run_1/m3.png
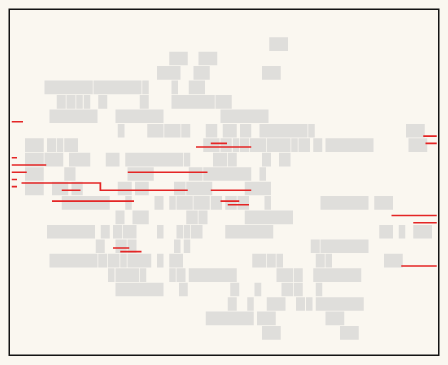
run_1/m1.png
Scale bar: 20 um. Supply wires on this layer in gray.
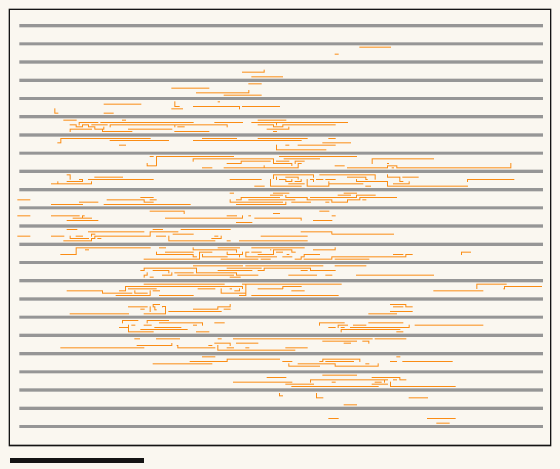
run_1/congestion_map.png
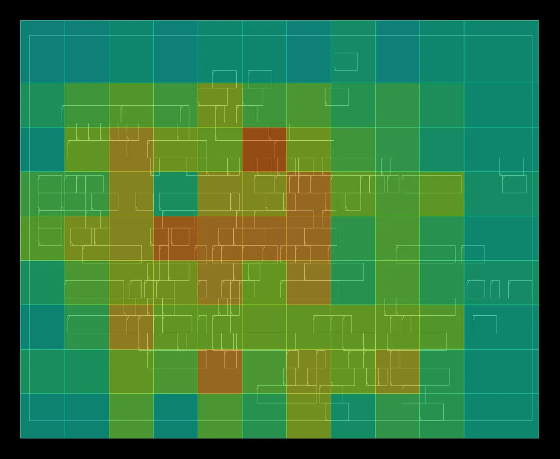
### src/rtl/simon_pkg.sv
// simon_pkg: colour encodings, one-hot LED patterns and sequence player states.
package simon_pkg;
  localparam logic [1:0] COL_RED    = 2'd0;
  localparam logic [1:0] COL_GREEN  = 2'd1;
  localparam logic [1:0] COL_BLUE   = 2'd2;
  localparam logic [1:0] COL_YELLOW = 2'd3;
  localparam logic [3:0] LED_OFF    = 4'b0000;
  localparam logic [3:0] LED_RED    = 4'b0001;
  localparam logic [3:0] LED_GREEN  = 4'b0010;
  localparam logic [3:0] LED_BLUE   = 4'b0100;
  localparam logic [3:0] LED_YELLOW = 4'b1000;
  typedef enum logic [2:0] {S_IDLE, S_FETCH, S_ON, S_OFF, S_DONE} player_state_t;
endpackage

### src/rtl/sequence_player_if.sv
// sequence_player_if: control, ROM read and LED signals of the sequence player (abort with SEQ_PLAYER_ABORT_EN).
interface sequence_player_if #(parameter int AW = 4);
  logic          start;
  logic [AW-1:0] len;
  logic [AW-1:0] rd_addr;
  logic [1:0]    rd_data;
  logic [3:0]    led;
  logic          busy;
  logic          done;
`ifdef SEQ_PLAYER_ABORT_EN
  logic          abort;
  modport master(output start, len, rd_data, abort, input rd_addr, led, busy, done);
  modport slave(input start, len, rd_data, abort, output rd_addr, led, busy, done);
`else
  modport master(output start, len, rd_data, input rd_addr, led, busy, done);
  modport slave(input start, len, rd_data, output rd_addr, led, busy, done);
`endif
endinterface

### src/rtl/led_onehot_encoder.sv
// led_onehot_encoder: maps a 2-bit colour to its one-hot LED pattern.
module led_onehot_encoder
  import simon_pkg::*;
(
  input  logic [1:0] col_i,
  output logic [3:0] led_o
);
  assign led_o = col_i == COL_RED   ? LED_RED :
                 col_i == COL_GREEN ? LED_GREEN :
                 col_i == COL_BLUE  ? LED_BLUE : LED_YELLOW;
endmodule

### src/rtl/sequence_player.sv
// sequence_player: replays the first len ROM colours on the LEDs with timed on/off gaps.
// Define SEQ_PLAYER_ABORT_EN to add the abort input.
module sequence_player
  import simon_pkg::*;
#(
  parameter int N       = 10,
  parameter int AW      = 4,
  parameter int ON_CYC  = 3,
  parameter int OFF_CYC = 1
) (
  input logic clk,
  input logic reset,
  sequence_player_if.slave sp
);
  localparam int TW = $clog2(ON_CYC > OFF_CYC ? ON_CYC : OFF_CYC) + 1;
  player_state_t state_q, state_d;
  logic [AW-1:0] idx_q, idx_d, addr_q, addr_d, len_q, len_d;
  logic [TW-1:0] timer_q, timer_d;
  logic [3:0]    led_q, led_d, col_led;
  logic          busy_q, busy_d, done_q, done_d, abort_w;
`ifdef SEQ_PLAYER_ABORT_EN
  assign abort_w = sp.abort;
`else
  assign abort_w = 1'b0;
`endif
  led_onehot_encoder u_enc (.col_i(sp.rd_data), .led_o(col_led));
  assign sp.rd_addr = addr_q;
  assign sp.led     = led_q;
  assign sp.busy    = busy_q;
  assign sp.done    = done_q;
  always_comb begin
    state_d = state_q;
    idx_d   = idx_q;
    addr_d  = addr_q;
    len_d   = len_q;
    timer_d = timer_q;
    led_d   = led_q;
    busy_d  = busy_q;
    done_d  = 1'b0;
    case (state_q)
      S_IDLE: if (sp.start) begin
        if (sp.len != '0) begin
          len_d   = sp.len > AW'(N) ? AW'(N) : sp.len;
          idx_d   = '0;
          addr_d  = '0;
          busy_d  = 1'b1;
          state_d = S_FETCH;
        end else begin
          done_d  = 1'b1;
          state_d = S_DONE;
        end
      end
      S_FETCH: begin
        led_d   = col_led;
        timer_d = TW'(ON_CYC - 1);
        state_d = S_ON;
      end
      S_ON: if (timer_q == '0) begin
        led_d   = LED_OFF;
        timer_d = TW'(OFF_CYC - 1);
        state_d = S_OFF;
      end else timer_d = timer_q - 1'b1;
      S_OFF: if (timer_q != '0) timer_d = timer_q - 1'b1;
      else if (idx_q == len_q - 1'b1) begin
        busy_d  = 1'b0;
        done_d  = 1'b1;
        state_d = S_DONE;
      end else begin
        idx_d   = idx_q + 1'b1;
        addr_d  = idx_q + 1'b1;
        state_d = S_FETCH;
      end
      default: state_d = S_IDLE;
    endcase
    if (abort_w && state_q != S_IDLE) begin
      state_d = S_IDLE;
      led_d   = LED_OFF;
      busy_d  = 1'b0;
      done_d  = 1'b0;
    end
  end
  always_ff @(posedge clk or posedge reset) begin
    if (reset) begin
      state_q <= S_IDLE;
      idx_q   <= '0;
      addr_q  <= '0;
      len_q   <= '0;
      timer_q <= '0;
      led_q   <= LED_OFF;
      busy_q  <= 1'b0;
      done_q  <= 1'b0;
    end else begin
      state_q <= state_d;
      idx_q   <= idx_d;
      addr_q  <= addr_d;
      len_q   <= len_d;
      timer_q <= timer_d;
      led_q   <= led_d;
      busy_q  <= busy_d;
      done_q  <= done_d;
    end
  end
endmodule

### src/flat_wrapper.sv
// flat-port wrapper written by rule: the top's interface ports become plain ports
module sequence_player_flat import simon_pkg::*;
#(
  parameter int N       = 10,
  parameter int AW      = 4,
  parameter int ON_CYC  = 3,
  parameter int OFF_CYC = 1
)
  (clk, reset, sp_start, sp_len, sp_rd_data, sp_rd_addr, sp_led, sp_busy, sp_done);
  sequence_player_if #(.AW(AW)) sp_i ();
  input logic clk;
  input logic reset;
  input wire logic [$bits(sp_i.start)-1:0] sp_start;
  input wire logic [$bits(sp_i.len)-1:0] sp_len;
  input wire logic [$bits(sp_i.rd_data)-1:0] sp_rd_data;
  output wire logic [$bits(sp_i.rd_addr)-1:0] sp_rd_addr;
  output wire logic [$bits(sp_i.led)-1:0] sp_led;
  output wire logic [$bits(sp_i.busy)-1:0] sp_busy;
  output wire logic [$bits(sp_i.done)-1:0] sp_done;
  assign sp_i.start = sp_start;
  assign sp_i.len = sp_len;
  assign sp_i.rd_data = sp_rd_data;
  assign sp_rd_addr = sp_i.rd_addr;
  assign sp_led = sp_i.led;
  assign sp_busy = sp_i.busy;
  assign sp_done = sp_i.done;
  sequence_player #(.N(N), .AW(AW), .ON_CYC(ON_CYC), .OFF_CYC(OFF_CYC)) u_core (.clk(clk), .reset(reset), .sp(sp_i));
endmodule
### config.mk
export PLATFORM = sky130hd
export DESIGN_NAME = sequence_player_flat
export DESIGN_NICKNAME = d
export VERILOG_FILES = /design/src/rtl/simon_pkg.sv /design/src/rtl/sequence_player_if.sv /design/src/rtl/led_onehot_encoder.sv /design/src/rtl/sequence_player.sv /design/src/flat_wrapper.sv
export SDC_FILE = /design/constraint.sdc
export NUM_CORES = 1
export LEC_CHECK = 0
export CORE_ASPECT_RATIO = 0.8
export CORE_UTILIZATION = 23
export CTS_CLUSTER_DIAMETER = 100
export DETAILED_ROUTE_END_ITERATION = 8
export PLACE_DENSITY = 0.45
export SYNTH_ARGS = -nofsm -noshare
export SYNTH_HDL_FRONTEND = slang
export SYNTH_HIERARCHICAL = 1
export SYNTH_SLANG_ARGS = --single-unit
### constraint.sdc
create_clock -name clk -period 2.3 [get_ports clk]
set_input_delay 0.46 -clock clk [delete_from_list [all_inputs] [get_ports clk]]
set_output_delay 0.46 -clock clk [all_outputs]
set_load 0.005 [all_outputs]
==> results.rst, run 1 <==
Run summary
-----------

.. list-table::
   :header-rows: 1

   * - Metric
     - Value
   * - Detailed Route Iter0 Violations
     - 32
   * - Minimum setup slack in the final design
     - 366.7 ps
   * - Number of global-route vias before repair
     - ~900
   * - Maximum buffer depth of the clock tree
     - 2
   * - Period Utilization, post-route
     - 0.8406
   * - Worst setup skew after layout
     - 3.104 ps
   * - Final Instance Count excl. Fillers
     - a little over 200
   * - Seq share, synth
     - 0.4400
   * - Number of different library cells in the post-synthesis netlist
     - 41
   * - Inst Count DP
     - 203
   * - GR met2 Demand/Resource
     - 0.1430
   * - Number of post-CTS setup repair buffers
     - 0
   * - Upper clock frequency limit
     - 517.3 MHz
   * - Total CTS buffers
     - 3
   * - Height of the die
     - 64.90 um
   * - Worst path required time
     - 2440 ps
   * - Post-CTS sizing
     - 0
   * - Fillers
     - about 510
   * - Number of antenna cells inserted
     - 0
   * - Final setup violation count
     - 0
   * - Count of unresolved DRC violations after routing
     - 0
   * - Mapped Nets
     - 139
   * - Detail Placement HPWL
     - about 1900 um
   * - Post-route cell area
     - 0.001465 mm2
   * - RSZ-0062 raised after global routing
     - no
   * - Number of clock sinks
     - 20
   * - Cell Area, Placed
     - 0.001394 mm2
   * - Power density normalized to cell area
     - ~1300 mW/mm2
   * - Total die size
     - around 0.0052 mm2
   * - Hold/Removal Path Class
     - reg -> reg
   * - Post-synth EDFFs
     - 0
   * - Count of input and output buffers
     - 18
   * - Critical Path Sink Type
     - register
   * - GRT overflow
     - 0
   * - Crit path launch type
     - register
   * - Average vias per placed instance
     - about 4.7
   * - Post-layout min period
     - 1933 ps
   * - Tool warnings
     - 27
   * - CTS tree
     - yes
   * - Post-CTS Hold Fix Bufs
     - 0
   * - Fin. Hold Viols
     - 0
   * - Layout cells sized above 1
     - 0.08163
   * - Grt met1 use
     - 0.1680
   * - Overall via count from detail_route
     - ~970
   * - Result of the run
     - complete, no violations
   * - I/O pin count
     - 19
   * - Post-Syn Instances
     - 126
   * - Overall power consumption
     - 1.951 mW
   * - Fin nets
     - 161
   * - Post-Place Setup Slack
     - about 250 ps
   * - Proportion of register bits with asynchronous set or reset after synthesis
     - 1.000
   * - Number of violations of the max-capacitance limit
     - 0
   * - Horiz. Die Dim
     - 80.62 um
   * - Iteration tally of the first detailed-router pass
     - 4
   * - Slew headroom
     - 0.6990
   * - Antenna violation net count after detailed routing
     - 0
   * - Final wirelength
     - 2561 um
   * - Post-synth top flop
     - sky130_fd_sc_hd__dfrtp_1
   * - Pin count of the biggest net entering global routing
     - 21
   * - Depth of the CTS H-tree
     - 1
   * - Insertion delay to the later sink of the worst-skew pair
     - 260 ps
   * - Cell area after synthesis
     - 0.001137 mm2
   * - Start-to-end type of the worst setup path
     - reg -> reg
   * - YS warnings
     - 6
   * - Maximum resistive drop on vdd
     - 0.0003361 V
   * - Chip area estimate from yosys synthesis
     - 0.001137 mm2
   * - Wire length of the first global-routing pass
     - 4319 um
   * - Routability cong.
     - 0.7481
   * - Post-synth regs
     - 20
   * - Actual transition at the worst max-transition pin
     - ~450 ps
   * - Pins over their slew limit
     - 0
   * - Clock slew at the register clock pins of the worst setup and hold paths
     - 80 ps
   * - Maximum fanout count along the critical path
     - 5
   * - Leakage
     - 0.6286 nW
   * - Layout area overhead
     - 28.82%
   * - Hold slack final
     - 501.7 ps
   * - Total negative slack
     - 0 ps
   * - Core region area
     - 0.004679 mm2
   * - Effective utilization at floorplan
     - 0.2430
   * - Data arrival, critical path
     - a little over 2000 ps
   * - Post-synthesis average cell area
     - 9.027 um2
   * - Number of cells in Yosys stat
     - between 100 and 150
   * - Row Count
     - 22
   * - CTS root buffer
     - sky130_fd_sc_hd__clkbuf_8
   * - Antenna violations before repair
     - 0
About m3.png:
20 nets have wire on it. The wires run mostly horizontal. The layer carries 135 um of wire. The layer holds 5.3% of the routed length.

About m1.png:
The longest straight run is 20.7 um. The wires run mostly horizontal. The layer carries 1400 um of wire. The layer holds 54% of the routed length.

About congestion_map.png:
total routing resource utilization after global routing: 0.1064
routing layer with the top usage in global route: met1
GRT met3 Usage: 0.02958
fin util: 0.3131
Routed wire per std cell: 12.37 um

[run 1: worst max-delay path, cell delays in order (launching register included)]
cell                        delay [ps]
sky130_fd_sc_hd__dfrtp_1           410
sky130_fd_sc_hd__inv_1              60
sky130_fd_sc_hd__ha_1              200
sky130_fd_sc_hd__xnor3_1           390
sky130_fd_sc_hd__nand3_2           120
sky130_fd_sc_hd__or2_2             350
sky130_fd_sc_hd__a22oi_1           190
sky130_fd_sc_hd__o2bb2ai_1         110
[run 1: cells in the final DEF (no fill, tap or decap), drive strengths merged, types with 3 or more instances in the layout]
master / count
nor3: 4
nand2: 11
ha: 4
nand3: 3
nor2: 10
o22ai: 3
o21ai: 13
a21oi: 9
inv: 10
dfrtp: 20
clkdlybuf4s50: 18
clkbuf: 3
[run 1: report_power, final]
| part | switching (mW) | internal, mW | total, mW | leakage, nW |
|---|---|---|---|---|
| Clock | 0.120 | 0.232 | 0.352 | 0.0357 |
| Sequential | 0.168 | 0.502 | 0.669 | 0.242 |
| Combinational | 0.452 | 0.478 | 0.930 | 0.351 |
[run 1: sequential cells by signal, indices dropped and copies added, names as in the netlist]
register,flops
u_core/state_q,3
u_core/sp.done,1
u_core/sp.led,4
u_core/sp.rd_addr,4
u_core/len_q,4
u_core/sp.busy,1
u_core/timer_q,3
[run 1: layer usage]
layer,wire [um],up-vias,share of wire
li1,-,494,-
met1,1394,445,0.54
met2,1020,33,0.40
met3,134,2,0.052
met4,11,0,0.0043
met5,0,-,0
[run 1: synthesized netlist by cell type (3+ instances only)]
| cell | number | area, um2 |
|---|---|---|
| sky130_fd_sc_hd__a21oi_1 | 9 | 45.04 |
| sky130_fd_sc_hd__dfrtp_1 | 20 | 500.5 |
| sky130_fd_sc_hd__ha_1 | 4 | 50.05 |
| sky130_fd_sc_hd__inv_1 | 10 | 37.54 |
| sky130_fd_sc_hd__nand2_1 | 11 | 41.29 |
| sky130_fd_sc_hd__nor2_1 | 9 | 33.78 |
| sky130_fd_sc_hd__nor3_1 | 4 | 20.02 |
| sky130_fd_sc_hd__o21ai_0 | 13 | 65.06 |
| sky130_fd_sc_hd__o22ai_1 | 3 | 18.77 |
[run 1: final cells by class]
class	count	area [um2]	share of cell area
clock buffer	3	41.29	0.02818
sequential	20	500.5	0.3416
clock inverter	1	30.03	0.02050
inverter	11	41.29	0.02818
tap	60	75.07	0.05124
timing repair buffer	20	195.2	0.1332
multi-input combinational	92	581.8	0.3971
[run 1: logic make-up (layout without fill, tap and decap cells)]
group	Yosys count	count (layout)	synth area share
xor+xnor	5	5	0.05061
fa+ha+maj	4	4	0.04401
mux	1	1	0.009900
buf+inv	14	35	0.04840
flops	20	20	0.4400
compound gates	38	38	0.2024
simple gates	44	44	0.2046
[run 1: worst paths after layout]
path	startpoint	end	slack [ps]	cells past startpoint
setup / recovery	u_core/len_q[0]	u_core/state_q[0]	370	7
hold / removal	u_core/timer_q[1]	u_core/timer_q[1]	500	1
setup reg to reg	u_core/len_q[0]	u_core/state_q[0]	370	7
hold reg to reg	u_core/timer_q[1]	u_core/timer_q[1]	500	1
max in group asynchronous	reset	u_core/len_q[3]	1550	3
min in group asynchronous	reset	u_core/sp.led[3]	530	3
run_1/m2.png
Scale bar: 20 um.
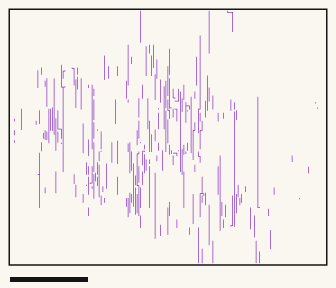

==> run 1 -> run 2 <==
--- a/config.mk
+++ b/config.mk
@@ -9,7 +9,7 @@
 export CORE_UTILIZATION = 23
 export CTS_CLUSTER_DIAMETER = 100
 export DETAILED_ROUTE_END_ITERATION = 8
-export PLACE_DENSITY = 0.45
+export PLACE_DENSITY = 0.46
 export SYNTH_ARGS = -nofsm -noshare
 export SYNTH_HDL_FRONTEND = slang
 export SYNTH_HIERARCHICAL = 1
==> constraint.sdc (replaced) <==
create_clock -name clk -period 1.62 [get_ports clk]
set_input_delay 0.324 -clock clk [delete_from_list [all_inputs] [get_ports clk]]
set_output_delay 0.324 -clock clk [all_outputs]
set_load 0.005 [all_outputs]
run_2/m2.png
Scale bar: 20 um.
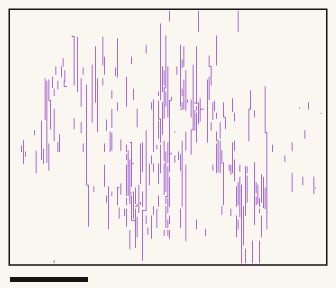
153 nets have wire on it. The wires run mostly vertical. The longest straight run is 25.5 um. The layer carries 1260 um of wire. The layer holds 45% of the routed length.

run_2/m1.png
Scale bar: 20 um. Supply wires on this layer in gray.
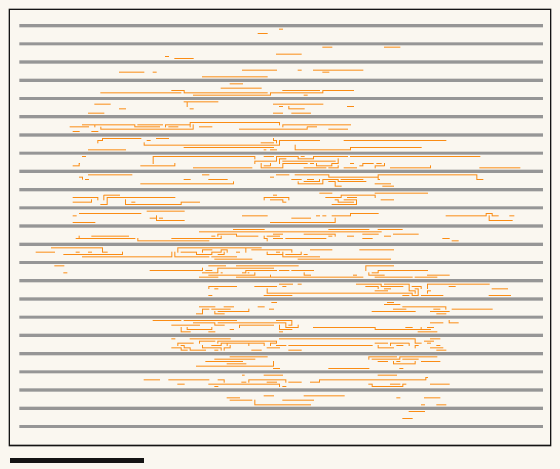
The longest straight run is 27.1 um. The layer holds 52% of the routed length.

==> run 2 against run 1 <==
  * Wire length rose by 9.4%
  * Register-to-register slack got worse by 310 ps
  * Highest routed layer is now met3
  * Via count rose by 6.8%
  * Global-route usage rose by 0.98 points
  * Combinational power rose by 97%
  * Synthesized area did not move
  * Utilization rose by 5.5 points
  * Clock power rose by 7.4%
==> results.rst, run 2 <==
Run summary
-----------

.. list-table::
   :header-rows: 1

   * - Metric
     - Value
   * - Tool warnings
     - 29 (was 27)
   * - YS warnings
     - 6 (unchanged)
   * - Layout area overhead
     - 51.59% (was 28.82%)
   * - Result of the run
     - complete, no violations (unchanged)
   * - Number of antenna cells inserted
     - 0 (unchanged)
   * - Iteration tally of the first detailed-router pass
     - 4 (unchanged)
   * - Final wirelength
     - 2802 um (was 2561 um)
   * - Commonest cells in the synthesized netlist
     - sky130_fd_sc_hd__dfrtp_1, sky130_fd_sc_hd__o21ai_0, sky130_fd_sc_hd__nand2_1, sky130_fd_sc_hd__inv_1 (unchanged)
   * - Hold slack final
     - 391.6 ps (was 501.7 ps)
   * - Post-synth EDFFs
     - 0 (unchanged)
   * - Post-synthesis average cell area
     - 9.027 um2 (unchanged)
   * - Seq share, synth
     - 0.4400 (unchanged)
   * - Synth top area cells
     - sky130_fd_sc_hd__dfrtp_1, sky130_fd_sc_hd__o21ai_0, sky130_fd_sc_hd__ha_1 (unchanged)
   * - Synth top cell by count
     - sky130_fd_sc_hd__dfrtp_1 (unchanged)
   * - Final setup violation count
     - 0 (unchanged)
   * - Antenna violations before repair
     - 0 (unchanged)
   * - Horiz. Die Dim
     - 80.62 um (unchanged)
   * - Count of input and output buffers
     - 18 (unchanged)
   * - Routed wire per std cell
     - 12.29 um (was 12.37 um)
   * - CP delay by family, top
     - buffers and inverters (was simple AND/OR/NAND/NOR gates)
   * - Pin count of the biggest net entering global routing
     - 21 (unchanged)
   * - Pins over their slew limit
     - 0 (unchanged)
   * - Number of different library cells in the post-synthesis netlist
     - 41 (unchanged)
   * - Upper clock frequency limit
     - roughly 630 MHz
   * - Insertion delay to the later sink of the worst-skew pair
     - 260 ps (about the same)
   * - I/O pin count
     - 19 (unchanged)
   * - Number of violations of the max-capacitance limit
     - 0 (unchanged)
   * - Actual transition at the worst max-transition pin
     - 359.6 ps (was 447.4 ps)
   * - Overall power consumption
     - 3.129 mW (was 1.951 mW)
   * - Fin nets
     - 182 (was 161)
   * - Worst path required time
     - 1760 ps (was 2440 ps)
   * - Total die size
     - 0.005232 mm2 (unchanged)
   * - Post-synth regs
     - 20 (unchanged)
   * - Slew headroom
     - 0.7603 (was 0.6990)
   * - Detailed Route Iter0 Violations
     - 51 (was 32)
   * - Overall via count from detail_route
     - 1040 (was 974)
   * - Most frequently placed logic cell in the final layout
     - sky130_fd_sc_hd__buf_4 (was sky130_fd_sc_hd__dfrtp_1)
   * - Hold/Removal Path Class
     - in -> async (was reg -> reg)
   * - Minimum setup slack in the final design
     - 41.28 ps (was 366.7 ps)
   * - Antenna violation net count after detailed routing
     - 0 (unchanged)
   * - GRT overflow
     - 0 (unchanged)
   * - Number of cells in Yosys stat
     - 126 (unchanged)
   * - Count of unresolved DRC violations after routing
     - 0 (unchanged)
   * - RSZ-0062 raised after global routing
     - yes (was no)
   * - Maximum resistive drop on vdd
     - 0.0004550 V (was 0.0003361 V)
   * - Power density normalized to cell area
     - 1815 mW/mm2 (was 1332 mW/mm2)
   * - Depth of the CTS H-tree
     - 1 (unchanged)
   * - Post-layout min period
     - 1579 ps
   * - Wire length of the first global-routing pass
     - 4602 um (was 4319 um)
   * - Register-to-register setup slack
     - 60 ps (was 370 ps)
   * - Height of the die
     - 64.90 um (unchanged)
   * - Post-route cell area
     - 0.001724 mm2 (was 0.001465 mm2)
   * - Clock slew at the register clock pins of the worst setup and hold paths
     - 80 ps (about the same)
   * - Post-Syn Instances
     - 126 (unchanged)
   * - Worst r2r src
     - u_core/len_q[1] (was u_core/len_q[0])
   * - Row Count
     - 22 (unchanged)
   * - Detail Placement HPWL
     - 2119 um (was 1901 um)
   * - Number of clock sinks
     - 20 (unchanged)
   * - Leakage
     - 0.7438 nW (was 0.6286 nW)
   * - Post-Place Setup Slack
     - -275.7 ps (was 252.8 ps)
   * - Top cell area share
     - 0.4400 (unchanged)
   * - Cell chain of the critical path
     - clkdlybuf4s50_1 > o41ai_4 > nand3b_1 > mux2_2 (was inv_1 > ha_1 > xnor3_1 > nand3_2 > or2_2 > a22oi_1 > o2bb2ai_1)
   * - Worst setup skew after layout
     - 5.028 ps (was 3.104 ps)
   * - Maximum fanout count along the critical path
     - 2 (was 5)
   * - Number of buffer and inverter instances along the worst setup path
     - 1 (unchanged)
   * - Data arrival, critical path
     - 1720 ps (was 2070 ps)
   * - Effective utilization at floorplan
     - 0.2430 (unchanged)
   * - Layout cells sized above 1
     - 0.3155 (was 0.08163)
   * - Cell area after synthesis
     - 0.001137 mm2 (unchanged)
   * - CTS root buffer
     - sky130_fd_sc_hd__clkbuf_8 (unchanged)
   * - Core region area
     - 0.004679 mm2 (unchanged)
   * - CTS tree
     - yes (unchanged)
   * - Average vias per placed instance
     - 4.561 (was 4.705)
   * - Critical Path Sink Type
     - register (unchanged)
   * - Proportion of register bits with asynchronous set or reset after synthesis
     - 1.000 (unchanged)
   * - Cell Area, Placed
     - 0.001539 mm2 (was 0.001394 mm2)
   * - Chip area estimate from yosys synthesis
     - 0.001137 mm2 (unchanged)
   * - Post-synth top flop
     - sky130_fd_sc_hd__dfrtp_1 (unchanged)
   * - Routability cong.
     - 0.7741 (was 0.7481)
   * - Crit path launch type
     - input pin (was register)
   * - Start-to-end type of the worst setup path
     - in -> reg (was reg -> reg)
   * - Fin. Hold Viols
     - 0 (unchanged)
   * - Total routing resource utilization after global routing
     - 0.1162 (was 0.1064)
   * - Maximum buffer depth of the clock tree
     - 2 (unchanged)
   * - Cells on worst reg2reg path
     - 7 (unchanged)
   * - Library cell occupying the most area in the post-synthesis netlist
     - sky130_fd_sc_hd__dfrtp_1 (unchanged)
   * - Endpoint of the worst-slack reg-to-reg timing path
     - u_core/state_q[0] (unchanged)
   * - Top cells excl fill/tap
     - sky130_fd_sc_hd__buf_4, sky130_fd_sc_hd__dfrtp_1, sky130_fd_sc_hd__clkdlybuf4s50_1 (was sky130_fd_sc_hd__dfrtp_1, sky130_fd_sc_hd__clkdlybuf4s50_1, sky130_fd_sc_hd__o21ai_0)
   * - Mapped Nets
     - 139 (unchanged)
   * - Delay of the slowest cell on the worst path
     - 470 ps (was 410 ps)
   * - Number of global-route vias before repair
     - 974 (was 894)
   * - Total CTS buffers
     - 3 (unchanged)
   * - Highest-delay cell along the critical path
     - sky130_fd_sc_hd__clkdlybuf4s50_1 (was sky130_fd_sc_hd__dfrtp_1)
   * - Period Utilization, post-route
     - 0.9745
[run 2: cell counts after synthesis]
No cell type changed its count.
[run 2: kinds of logic after synthesis]
kind of cell             synth area share
adder cells (fa/ha/maj)           0.04401
AND/OR/NAND/NOR                    0.2046
XOR/XNOR                          0.05061
AND-OR/OR-AND                      0.2024
flip-flops                         0.4400
multiplexers                     0.009900
buffers and inverters             0.04840
[run 2: worst max path at each step]
stage	start	endpoint	slack, ps	cells after the start
after detailed placement	sp_len[0]	u_core/len_q[3]	-280	4
after floorplan	u_core/len_q[0]	u_core/state_q[0]	30	7
final	sp_len[0]	u_core/len_q[3]	40	4
after global placement	sp_len[0]	u_core/len_q[3]	-270	4
after CTS	u_core/len_q[1]	u_core/state_q[0]	-7	7
after global routing	u_core/len_q[0]	u_core/sp.rd_addr[0]	-50	6
[run 2: routing by layer]
| metal | track usage | wire length, um | part of all wire |
|---|---|---|---|
| met5 | 0 | 0 | 0 |
| met2 | 0.1727 | 1264 | 0.45 |
| met3 | 0.02535 | 85 | 0.030 |
| met4 | 0.03348 | 0 | 0 |
| met1 | 0.1668 | 1451 | 0.52 |
[run 2: timing repair]
item	CTS	global route
hold buffers	0	0
setup buffers	1	1
resized	7	19
setup endpoints to repair	3	15
pin swaps	4	4
[run 2: layout make-up]
class                      instances  area, um2
fill                             486       2955
multi-input combinational         92      690.7
sequential                        20      501.7
timing repair buffer              41      360.3
tap                               60      75.07
clock buffer                       4      55.05
inverter                          11      41.29
[run 2: tightest hold or removal path, delay by kind of cell]
family,cells,cell delay [ps]
buffers and inverters,3,700
[run 2: through the flow]
stage / utilization / std cells / setup TNS, ps
global route: 0.3684 / 228 / -146.8
finish: 0.3684 / 228 / 0
global placement: 0.3289 / 222 / -1972
floorplan: - / 126 / 0
detailed placement: 0.3289 / 222 / -2203
CTS: 0.3484 / 227 / -12.35
[run 2: power breakdown]
part           leakage, nW  internal [mW]  switching [mW]
Clock               0.0288          0.216           0.162
Sequential           0.240          0.715           0.206
Combinational        0.475          0.999           0.831
Total                0.744           1.93            1.20
Power and IR drop assume default switching activity.
